**Run 1: the metal 4 layer**

Cells faint in the background.
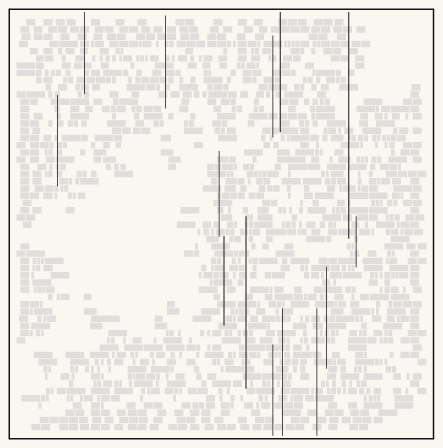
**Run 1: track usage over the die**

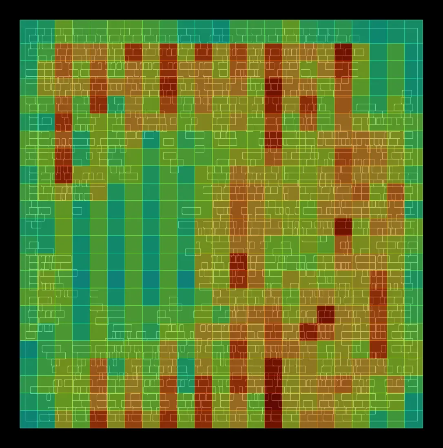
**Run 1: supply network**

Bar = 50 um. Pins as bars on the die edge. Tap cells in grey.
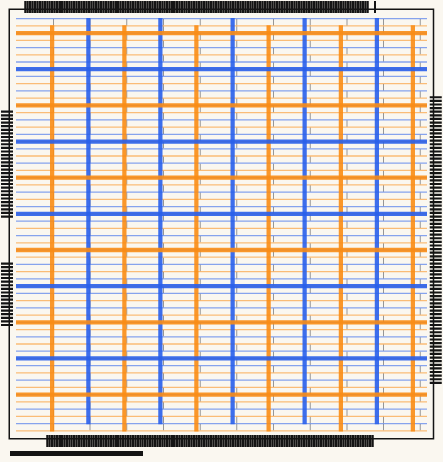
**Run 1: wiring by layer**

Only two layers are drawn.
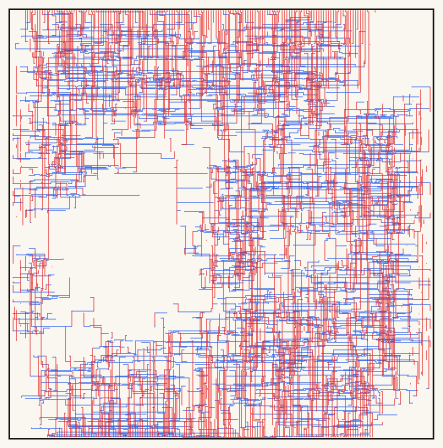
## src/rtl/bridge_pkg.sv

```systemverilog
// Shared types and constants for the CPU data-side bridge.
//   state_e      : bridge FSM state encoding
//   BYTEEN_WORD  : full-word byte enable (only full-word peripheral writes allowed)
//   TMO_CYC_DEF  : default peripheral timeout in ACCESS cycles
//   WIN_W        : width of one window-table field (address width)
//   SLOT_W       : width of the slot index (up to 8 windows)
//   CNT_W        : width of the timeout counter (TMO_CYC up to 255)
package bridge_pkg;

  typedef enum logic [1:0] {
    IDLE   = 2'd0,
    ACCESS = 2'd1,
    DONE   = 2'd2
  } state_e;

  localparam logic [3:0] BYTEEN_WORD = 4'hF;
  localparam int         TMO_CYC_DEF = 16;
  localparam int         WIN_W       = 32;
  localparam int         SLOT_W      = 3;
  localparam int         CNT_W       = 8;

endpackage

```

## src/rtl/bridge_decode.sv

```systemverilog
// Address window decoder (purely combinational).
//   addr     in   CPU byte address
//   any_hit  out  address falls inside at least one peripheral window
//   hit_idx  out  index of the lowest-numbered window that matches
module bridge_decode
  import bridge_pkg::*;
#(
  parameter int                        N_SLV    = 3,
  parameter logic [N_SLV*WIN_W-1:0]    SLV_BASE = {32'h7F20, 32'h7F10, 32'h7F00},
  parameter logic [N_SLV*WIN_W-1:0]    SLV_LAST = {32'h7F23, 32'h7F1B, 32'h7F0B}
) (
  input  logic [WIN_W-1:0]  addr,
  output logic              any_hit,
  output logic [SLOT_W-1:0] hit_idx
);

  // Scan from the highest slot down so the lowest matching index is the
  // last one written and therefore wins on overlapping windows.
  always_comb begin
    any_hit = 1'b0;
    hit_idx = '0;
    for (int i = N_SLV - 1; i >= 0; i--) begin
      if ((addr >= SLV_BASE[i*WIN_W +: WIN_W]) && (addr <= SLV_LAST[i*WIN_W +: WIN_W])) begin
        any_hit = 1'b1;
        hit_idx = SLOT_W'(i);
      end
    end
  end

endmodule

```

## src/rtl/sys_bridge_n.sv

```systemverilog
// CPU data-side bridge: routes accesses either to data memory (zero-wait,
// combinational) or to one of N_SLV peripheral windows (registered, with
// ack handshake and timeout).
//   clk, reset                         clock, synchronous active-high reset
//   cpu_req/addr/wdata/byteen          CPU access request
//   cpu_rdata/ready/err                CPU response (err pulses with ready)
//   dm_addr/wdata/byteen, dm_rdata     data-memory port
//   slv_sel/addr/wdata/we              registered peripheral request
//   slv_rdata, slv_ack                 packed peripheral responses
//   err_addr                           address of the last errored access
module sys_bridge_n
  import bridge_pkg::*;
#(
  parameter int                     N_SLV    = 3,
  parameter logic [N_SLV*WIN_W-1:0] SLV_BASE = {32'h7F20, 32'h7F10, 32'h7F00},
  parameter logic [N_SLV*WIN_W-1:0] SLV_LAST = {32'h7F23, 32'h7F1B, 32'h7F0B},
  parameter int                     TMO_CYC  = TMO_CYC_DEF
) (
  input  logic                   clk,
  input  logic                   reset,
  input  logic                   cpu_req,
  input  logic [31:0]            cpu_addr,
  input  logic [31:0]            cpu_wdata,
  input  logic [3:0]             cpu_byteen,
  output logic [31:0]            cpu_rdata,
  output logic                   cpu_ready,
  output logic                   cpu_err,
  output logic [31:0]            dm_addr,
  output logic [31:0]            dm_wdata,
  output logic [3:0]             dm_byteen,
  input  logic [31:0]            dm_rdata,
  output logic [N_SLV-1:0]       slv_sel,
  output logic [31:0]            slv_addr,
  output logic [31:0]            slv_wdata,
  output logic                   slv_we,
  input  logic [N_SLV*32-1:0]    slv_rdata,
  input  logic [N_SLV-1:0]       slv_ack,
  output logic [31:0]            err_addr
);

  state_e              state_q;
  logic [CNT_W-1:0]    cnt_q;
  logic [SLOT_W-1:0]   idx_q;
  logic [N_SLV-1:0]    sel_q;
  logic                we_q;
  logic [31:0]         addr_q;
  logic [31:0]         wdata_q;
  logic [31:0]         rdata_q;
  logic                err_q;
  logic [31:0]         err_addr_q;

  logic                any_hit;
  logic [SLOT_W-1:0]   hit_idx;
  logic [N_SLV-1:0]    sel_new;
  logic                ack_sel;
  logic [31:0]         rdata_sel;
  logic                byteen_ok;

  bridge_decode #(
    .N_SLV    (N_SLV),
    .SLV_BASE (SLV_BASE),
    .SLV_LAST (SLV_LAST)
  ) u_decode (
    .addr    (cpu_addr),
    .any_hit (any_hit),
    .hit_idx (hit_idx)
  );

  // One-hot select for the slot being entered, and the ack/read-data of the
  // slot latched for the transaction in flight (other slots are ignored).
  always_comb begin
    sel_new   = '0;
    ack_sel   = 1'b0;
    rdata_sel = '0;
    for (int i = 0; i < N_SLV; i++) begin
      sel_new[i] = (hit_idx == SLOT_W'(i));
      if (idx_q == SLOT_W'(i)) begin
        ack_sel   = slv_ack[i];
        rdata_sel = slv_rdata[i*32 +: 32];
      end
    end
  end

  assign byteen_ok = (cpu_byteen == 4'h0) || (cpu_byteen == BYTEEN_WORD);

  always_ff @(posedge clk) begin
    if (reset) begin
      state_q    <= IDLE;
      cnt_q      <= '0;
      idx_q      <= '0;
      sel_q      <= '0;
      we_q       <= 1'b0;
      addr_q     <= '0;
      wdata_q    <= '0;
      rdata_q    <= '0;
      err_q      <= 1'b0;
      err_addr_q <= '0;
    end else begin
      case (state_q)
        IDLE: begin
          if (cpu_req && any_hit) begin
            if (byteen_ok) begin
              state_q <= ACCESS;
              addr_q  <= cpu_addr;
              wdata_q <= cpu_wdata;
              we_q    <= |cpu_byteen;
              idx_q   <= hit_idx;
              sel_q   <= sel_new;
              cnt_q   <= '0;
              err_q   <= 1'b0;
            end else begin
              // Partial-word peripheral access: reject without touching the bus.
              state_q    <= DONE;
              err_q      <= 1'b1;
              rdata_q    <= '0;
              err_addr_q <= cpu_addr;
            end
          end
        end
        ACCESS: begin
          // Ack is checked first so it wins over a coincident timeout.
          if (ack_sel) begin
            state_q <= DONE;
            rdata_q <= rdata_sel;
            err_q   <= 1'b0;
            sel_q   <= '0;
            we_q    <= 1'b0;
          end else if (cnt_q == CNT_W'(TMO_CYC - 1)) begin
            state_q    <= DONE;
            rdata_q    <= '0;
            err_q      <= 1'b1;
            err_addr_q <= addr_q;
            sel_q      <= '0;
            we_q       <= 1'b0;
          end else begin
            cnt_q <= cnt_q + CNT_W'(1);
          end
        end
        DONE: begin
          state_q <= IDLE;
          err_q   <= 1'b0;
        end
        default: begin
          state_q <= IDLE;
          sel_q   <= '0;
          we_q    <= 1'b0;
        end
      endcase
    end
  end

  // Data memory sees every CPU access except those landing in a window.
  assign dm_addr   = cpu_addr;
  assign dm_wdata  = cpu_wdata;
  assign dm_byteen = any_hit ? 4'h0 : cpu_byteen;

  always_comb begin
    cpu_ready = 1'b0;
    cpu_err   = 1'b0;
    cpu_rdata = dm_rdata;
    case (state_q)
      IDLE: cpu_ready = cpu_req && !any_hit;
      DONE: begin
        cpu_ready = 1'b1;
        cpu_err   = err_q;
        cpu_rdata = rdata_q;
      end
      default: begin
        cpu_ready = 1'b0;
        cpu_rdata = '0;
      end
    endcase
  end

  assign slv_sel   = sel_q;
  assign slv_addr  = addr_q;
  assign slv_wdata = wdata_q;
  assign slv_we    = we_q;
  assign err_addr  = err_addr_q;

endmodule

```

## config.mk

```make
export PLATFORM = sky130hd
export DESIGN_NAME = sys_bridge_n
export DESIGN_NICKNAME = d
export VERILOG_FILES = /design/src/rtl/bridge_pkg.sv /design/src/rtl/bridge_decode.sv /design/src/rtl/sys_bridge_n.sv
export SDC_FILE = /design/constraint.sdc
export NUM_CORES = 1
export LEC_CHECK = 0
export CORE_AREA = 2 2 157 159
export CTS_BUF_LIST = sky130_fd_sc_hd__clkbuf_8
export DETAILED_ROUTE_END_ITERATION = 6
export DIE_AREA = 0 0 159 161
export PLACE_DENSITY = 0.66
export SLEW_MARGIN = 20
export SYNTH_ARGS = -nofsm -noshare
export SYNTH_HDL_FRONTEND = slang
export SYNTH_HIERARCHICAL = 1
export SYNTH_SLANG_ARGS = --single-unit
```

## constraint.sdc

```tcl
create_clock -name clk -period 3.96 [get_ports clk]
set_clock_uncertainty 0.05 [all_clocks]
set_input_delay 0.396 -clock clk [delete_from_list [all_inputs] [get_ports clk]]
set_output_delay 0.396 -clock clk [all_outputs]
set_load 0.03 [all_outputs]
```

==> summary.txt, run 1 <==
fresh numbers from the pnr run: Net Sw Frac 27.8%, Fin. Hold Viols 0, Post-CTS Setup Inserts 0, post-synth top area share 38.0%, largest net degree at the start of global routing 91, Antenna Cells 0, Chip Area, Yosys 7690 sq um, Yosys cell types 50, final setup vio count 0, Async SR Flop Fraction 0%, share of cells above drive strength 1 5.38%, Post-synth EDFFs 0, CTS tree yes, beginning of the worst hold path slv_wdata[18]$_SDFFE_PP0P_, WL/cell 18.1 um, Final period util 83.0%, yosys aoi share 21.1%, initial antenna violation count 0, I/O Buffers 403, Final nets 1477, first-pass GRT wire length 43800 um, CP peak stage delay 0.60 ns, cell type with the largest total area dfxtp_1, Peak VDD IR 0.190 mV, flops out of synthesis 146, Synth Seq Share 38.0%, Die Ht 161 um, internal power 2.43 mW, worst hold stages 2, reg2reg path depth 6, clock buffer depth 2, part of the power in registers 43.6%, Critical Path RT 3.51 ns, status finished, final reports clean, width of the die 159 um, most instantiated logic cell after routing clkdlybuf4s50_1, CP Max Fanout 4, cell row count 57, root buffer cell clkbuf_8, Hold Path Sink slv_wdata[18]$_SDFFE_PP0P_, Synth Cell Area 7690 sq um, Dominant comb cell simple AND/OR/NAND/NOR gates, hold slack 0.405 ns, post-DP HPWL 21100 um, P_clk 1.25 mW, placed instance count 1575, flop2flop setup slack 1.16 ns
Back to the opening pictures, 'the metal 4 layer':
longest straight run: 85.0 um
nets with wire on the layer: 13
share of all routed wire: 2.0%
main direction: vertical

Back to the opening pictures, 'track usage over the die':
M3 GR Usage: 4.39%
gr usage total: 21.5%

Back to the opening pictures, 'supply network':
| colour | net |
|---|---|
| blue | VDD |
| orange | VSS |
met5 straps: 11
met1 rails: 58

Back to the opening pictures, 'wiring by layer':
| colour | layer | wire length |
|---|---|---|
| red | metal 2 | 14400 um |
| blue | metal 1 | 12900 um |

==> run 1: layout make-up <==
type / instances / area, sq um / area share (%)
clock inverter: 12 / 144 / 1.21
timing repair buffer: 422 / 4190 / 35.1
clock buffer: 20 / 275 / 2.31
sequential: 146 / 2920 / 24.5
tap: 324 / 405 / 3.40
multi-input combinational: 646 / 3850 / 32.3
inverter: 37 / 139 / 1.16
==> run 1: per-layer routing <==
metal	wire length (um)	part of all wire, %	vias up	track usage (%)
met5	0	0	-	0
met4	583	2.0	0	6.03
met3	1290	4.4	29	4.39
met2	14400	49	231	36.9
met1	12900	44	3695	27.6
li1	-	-	3936	-
==> run 1: flip-flops by register name (all words and copies together), names as in the netlist, 2 cells and up <==
register   cells
slv_addr      32
cnt_q          8
state_q        2
slv_wdata     32
slv_sel        3
rdata_q       32
err_addr      32
idx_q          3
--- run 2 (diff from run 1) ---
--- a/config.mk
+++ b/config.mk
@@ -5,11 +5,11 @@
 export SDC_FILE = /design/constraint.sdc
 export NUM_CORES = 1
 export LEC_CHECK = 0
-export CORE_AREA = 2 2 157 159
+export CORE_AREA = 2 2 158 160
 export CTS_BUF_LIST = sky130_fd_sc_hd__clkbuf_8
 export DETAILED_ROUTE_END_ITERATION = 6
-export DIE_AREA = 0 0 159 161
-export PLACE_DENSITY = 0.66
+export DIE_AREA = 0 0 160 162
+export PLACE_DENSITY = 0.65
 export SLEW_MARGIN = 20
 export SYNTH_ARGS = -nofsm -noshare
 export SYNTH_HDL_FRONTEND = slang
==> constraint.sdc (replaced) <==
create_clock -name clk -period 3.3 [get_ports clk]
set_clock_uncertainty 0.05 [all_clocks]
set_input_delay 0.33 -clock clk [delete_from_list [all_inputs] [get_ports clk]]
set_output_delay 0.33 -clock clk [all_outputs]
set_load 0.03 [all_outputs]
==> run 2 against run 1 <==
Largest cell class unchanged; via count rose by 1.8%; global-route usage barely moved; critical path depth did not move; cell area rose by 0.82%; total power rose by 18%; critical path type unchanged; first-iteration DRC count fell by 21%; highest routed layer unchanged; final cell count rose by 0.75%.
==> summary.txt, run 2 <==
fresh numbers from the pnr run: status finished, final reports clean, beginning of the worst hold path reset, post-DP HPWL 21300 um, clock buffer depth 2, width of the die 160 um, Non-clock buffer share 35.9%, xor/xnor share 0%, Async SR Flop Fraction 0%, Worst Setup SP cpu_addr[24], Synth Cell Area 7690 sq um, Peak VDD IR 0.237 mV, Post-synth EDFFs 0, Critical Path RT 2.92 ns, share of cells above drive strength 1 6.41%, Hold Path Sink slv_wdata[0]$_SDFFE_PP0P_, initial antenna violation count 0, first-pass GRT wire length 44000 um, Synth Seq Share 38.0%, FFs & Latches 146, flop share of the area 24.3%, CTS-repair resized insts 0, unrepaired setup endpoints after global routing false, Die Ht 162 um, worst hold stages 2, Max-area cell class buffers, internal power 2.86 mW, final setup vio count 0, Yosys cell types 50, placed instance count 1588, Antenna Cells 0, post-synthesis cell count 975, inverter count 37, clock buf count 17, cell type with the largest total area dfxtp_1, Post-CTS Setup Inserts 0, Logic area 3850 sq um, yosys aoi share 21.1%, hold slack 0.201 ns, I/O Buffers 403, most instantiated logic cell after routing clkdlybuf4s50_1, flop2flop setup slack 0.95 ns, Multi-input comb cells 646, GPL Wtd Cong 0.808, Chip Area, Yosys 7690 sq um, post-synth top area share 38.0%, Flop area 2920 sq um, tapcell count 324, Final period util 96.2%, flops out of synthesis 146, Net Sw Frac 28.3%, Fin. Hold Viols 0, CP Max Fanout 4, Final nets 1490, clk tree area frac 3.22%, Slew Limit Fails 0, reg2reg path depth 8, root buffer cell clkbuf_8, Dominant comb cell simple AND/OR/NAND/NOR gates, part of the power in registers 44.3%
[run 2: metal layers]
metal  GRT usage, %  up-vias  wire (um)
li1               -     3961          -
met3           4.37       19       1440
met2           37.5      262      14800
met5              0        -          0
met1           27.5     3792      12600
met4           5.24        0        452
[run 2: power groups by stage]
stage	Sequential (mW)	Clock, mW	Combinational (mW)
2_1_floorplan	1.81	0	0.366
3_3_place_gp	1.81	0	0.802
3_5_place_dp	1.81	0	0.802
4_1_cts	1.77	1.46	0.806
5_1_grt	1.77	1.55	0.839
6_report	1.77	1.42	0.801
[run 2: critical path, stage by stage]
cell and delay [ns]:
clkdlybuf4s50_1 0.50, nor4_2 0.43, nand4_2 0.27, a211oi_2 0.41, buf_4 0.22, nor2b_1 0.05, clkdlybuf4s50_1 0.59
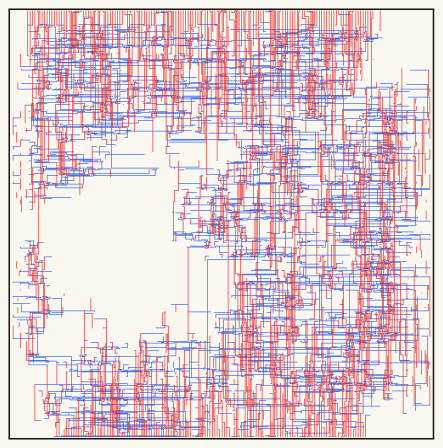
**Above:** run 2 (wiring by layer).
Only two layers are drawn.
Detailed Route WL: 29200 um
via count: 8034
WL/cell: 18.1 um
gr usage total: 21.6%

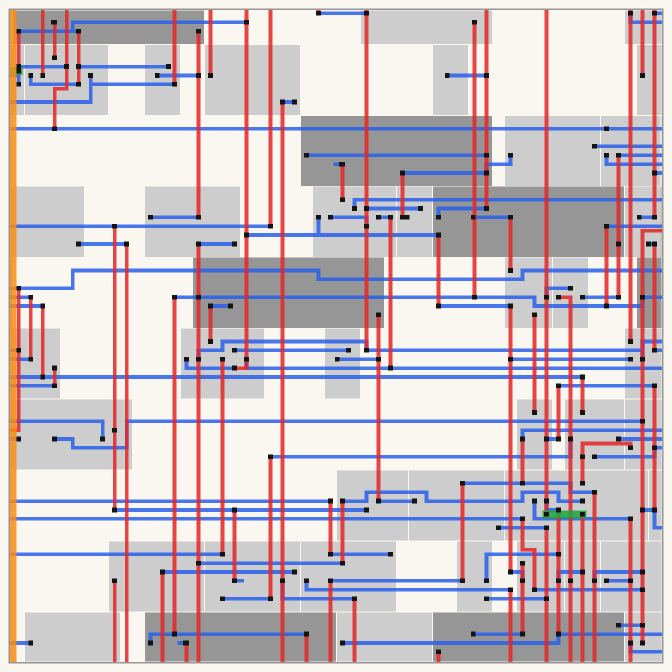
**Above:** run 2 (zoomed window).
Window x 108 to 133, y 28 to 53 um. Cells in grey, sequential cells in the stronger grey; small squares are vias.
| colour | layer |
|---|---|
| red | metal 2 |
| green | metal 3 |
| blue | metal 1 |
| orange | metal 4 |
sequential cells in the window: 5
cells with their middle in the window: 37
netlist names of flops here include: `err_addr` (3), `slv_addr` (2)
most frequent: clkdlybuf4s50_1 (9), inv_1 (5), dfxtp_1 (5)

--- run 3 (diff from run 2) ---
--- a/config.mk
+++ b/config.mk
@@ -5,12 +5,13 @@
 export SDC_FILE = /design/constraint.sdc
 export NUM_CORES = 1
 export LEC_CHECK = 0
+export CAP_MARGIN = 5
 export CORE_AREA = 2 2 158 160
 export CTS_BUF_LIST = sky130_fd_sc_hd__clkbuf_8
 export DETAILED_ROUTE_END_ITERATION = 6
 export DIE_AREA = 0 0 160 162
 export PLACE_DENSITY = 0.65
-export SLEW_MARGIN = 20
+export SETUP_SLACK_MARGIN = 0.2
 export SYNTH_ARGS = -nofsm -noshare
 export SYNTH_HDL_FRONTEND = slang
 export SYNTH_HIERARCHICAL = 1
==> run 3 against run 2 <==
Combinational power is essentially flat; sequential share of layout area is essentially flat; wire length is essentially flat; die size is the same; worst setup slack gained 0.13 ns; sequential power is essentially flat; via count shrank 0.49%; total power is essentially flat; non-clock buffer count grew 1; register-to-register slack is essentially flat; cell area grew 0.12%; synthesized cell count is the same; largest power group unchanged.
==> summary.txt, run 3 <==
fresh numbers from the pnr run: Critical Path RT 2.92 ns, flops out of synthesis 146, Yosys cell types 50, post-DP HPWL 21300 um, Chip Area, Yosys 7690 sq um, Async SR Flop Fraction 0%, placed instance count 1588, Die Ht 162 um, top power group sequential cells, crit end category output port, post-synthesis net count 1182, CP Max Fanout 4, most instantiated logic cell after routing clkdlybuf4s50_1, status finished, final reports clean, part of the power in registers 44.3%, CP peak stage delay 0.59 ns, ys cells 975, Hold Path Sink slv_wdata[0]$_SDFFE_PP0P_, die area 25900 sq um, Psw 1.13 mW, width of the die 160 um, P_clk 1.42 mW, Critical path buffers and inverters 3, Detailed Route WL 29200 um, GPL Wtd Cong 0.808, post-synthesis cell count 975, Critical Path Stages 7, Final period util 92.1%, Synth Seq Share 38.0%, critical path's top delay family buffers and inverters, crit-path cells clkdlybuf4s50_1 > nor4_2 > nand4_2 > a211oi_4 > buf_4 > nor2b_1 > clkdlybuf4s50_1, vias in the first global route 7511, root buffer cell clkbuf_8, Detail Route Antenna Nets 0, CP Class in -> out, CTS tree yes, Fin. Hold Viols 0, Antenna Cells 0, Combinational Power Share 20.1%, first-pass GRT wire length 44000 um, Max-cap violations 0, flop2flop setup slack 0.95 ns, cell row count 57, comb pwr 0.801 mW, Post-synth EDFFs 0, Syn. warnings 6, Tot Pwr 3.98 mW, reg2reg path depth 8, final setup vio count 0, First-pass DRT Iterations 6, Worst Setup SP cpu_addr[24], crit path DAT 2.66 ns, I/O Buffers 403, Slew Limit Fails 0, Seq. pwr 1.77 mW, unrepaired setup endpoints after global routing false, via count 7995, gr usage total 21.6%, most frequent CP cell clkdlybuf4s50_1, Peak VDD IR 0.237 mV, internal power 2.86 mW, H-Tree Depth 4, Net Sw Frac 28.3%, clock buffer depth 2, Synth top cell by count nand2_1, worst hold stages 2, hold slack 0.201 ns, post-synth top area share 38.0%, worst slew pin tran 0.810 ns, Mapped Avg Cell Area 7.89 sq um, beginning of the worst hold path reset, share of cells above drive strength 1 6.48%, Layout Cells excl Fill 1620, slowest library cell on the worst path clkdlybuf4s50_1, largest net degree at the start of global routing 69, WL/cell 18.0 um, Synth Cell Area 7690 sq um, Final nets 1491, clock sink total 146, total CTS buffers 17, initial antenna violation count 0, cell type with the largest total area dfxtp_1, most instantiated logic cells after routing clkdlybuf4s50_1, nand2_1, dfxtp_1, o21ai_0, a21oi_1
[run 3: kinds of logic after synthesis]
kind of cell,count (synthesis),share of synthesized area [%]
mux,43,5.59
other cells,1,0.0487
fa+ha+maj,5,0.813
compound gates,261,21.1
buf+inv,183,12.3
flops,146,38.0
simple gates,336,22.1
[run 3: layout make-up]
class	count	area, sq um
flip-flops and latches	146	2920
fillers	2388	12100
multi-input cells	646	3860
repair buffers	436	4320
well taps	324	405
clock inverters	14	153
clock buffers	17	234
inverters	37	139
[run 3: layer usage]
metal  wire, um  global-route usage (%)
met1      12700                    27.6
met2      14800                    37.4
met3       1330                    4.37
met4        452                    5.24
met5          0                       0
[run 3: timing repair]
| action | 4_1_cts | 5_1_grt |
|---|---|---|
| resized | 1 | 0 |
| setup buffers | 1 | 0 |
| setup endpoints to repair | 3 | 0 |
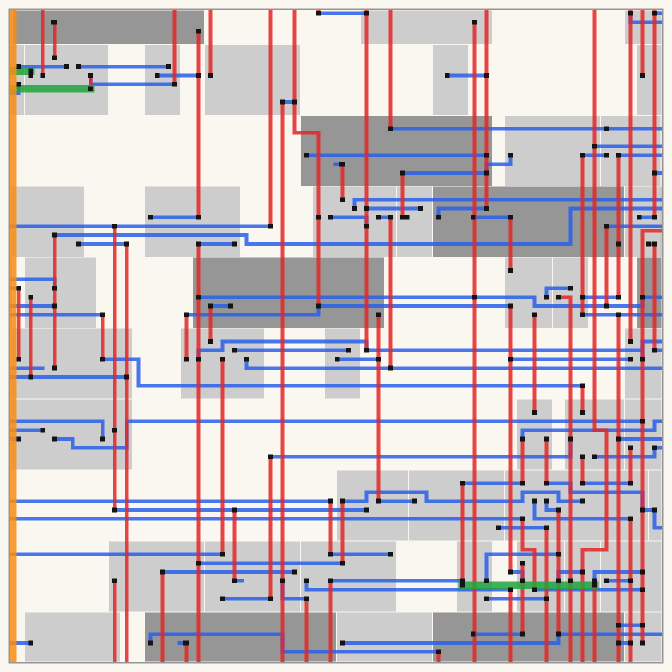
**Above:** run 3 (zoomed window).
Window x 108 to 133, y 28 to 53 um. Cells in grey, sequential cells in the stronger grey; small squares are vias.
| colour | layer |
|---|---|
| green | metal 3 |
| orange | metal 4 |
| blue | metal 1 |
| red | metal 2 |
sequential cells in the window: 5
most frequent: clkdlybuf4s50_1 (9), inv_1 (5), dfxtp_1 (5)
cells with their middle in the window: 39
netlist names of flops here include: `err_addr` (3), `slv_addr` (2)

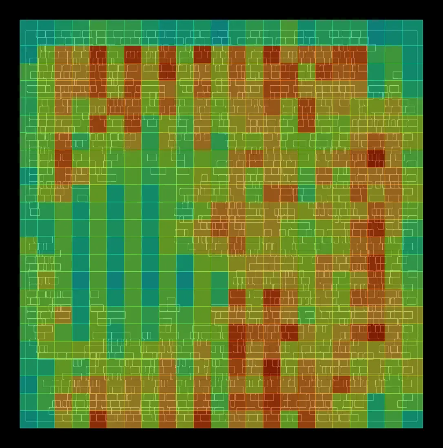
**Above:** run 3 (track usage over the die).
M3 GR Usage: 4.37%
met2 usage: 37.4%

Power figures rest on the tool's default switching activity, not on a simulated workload.
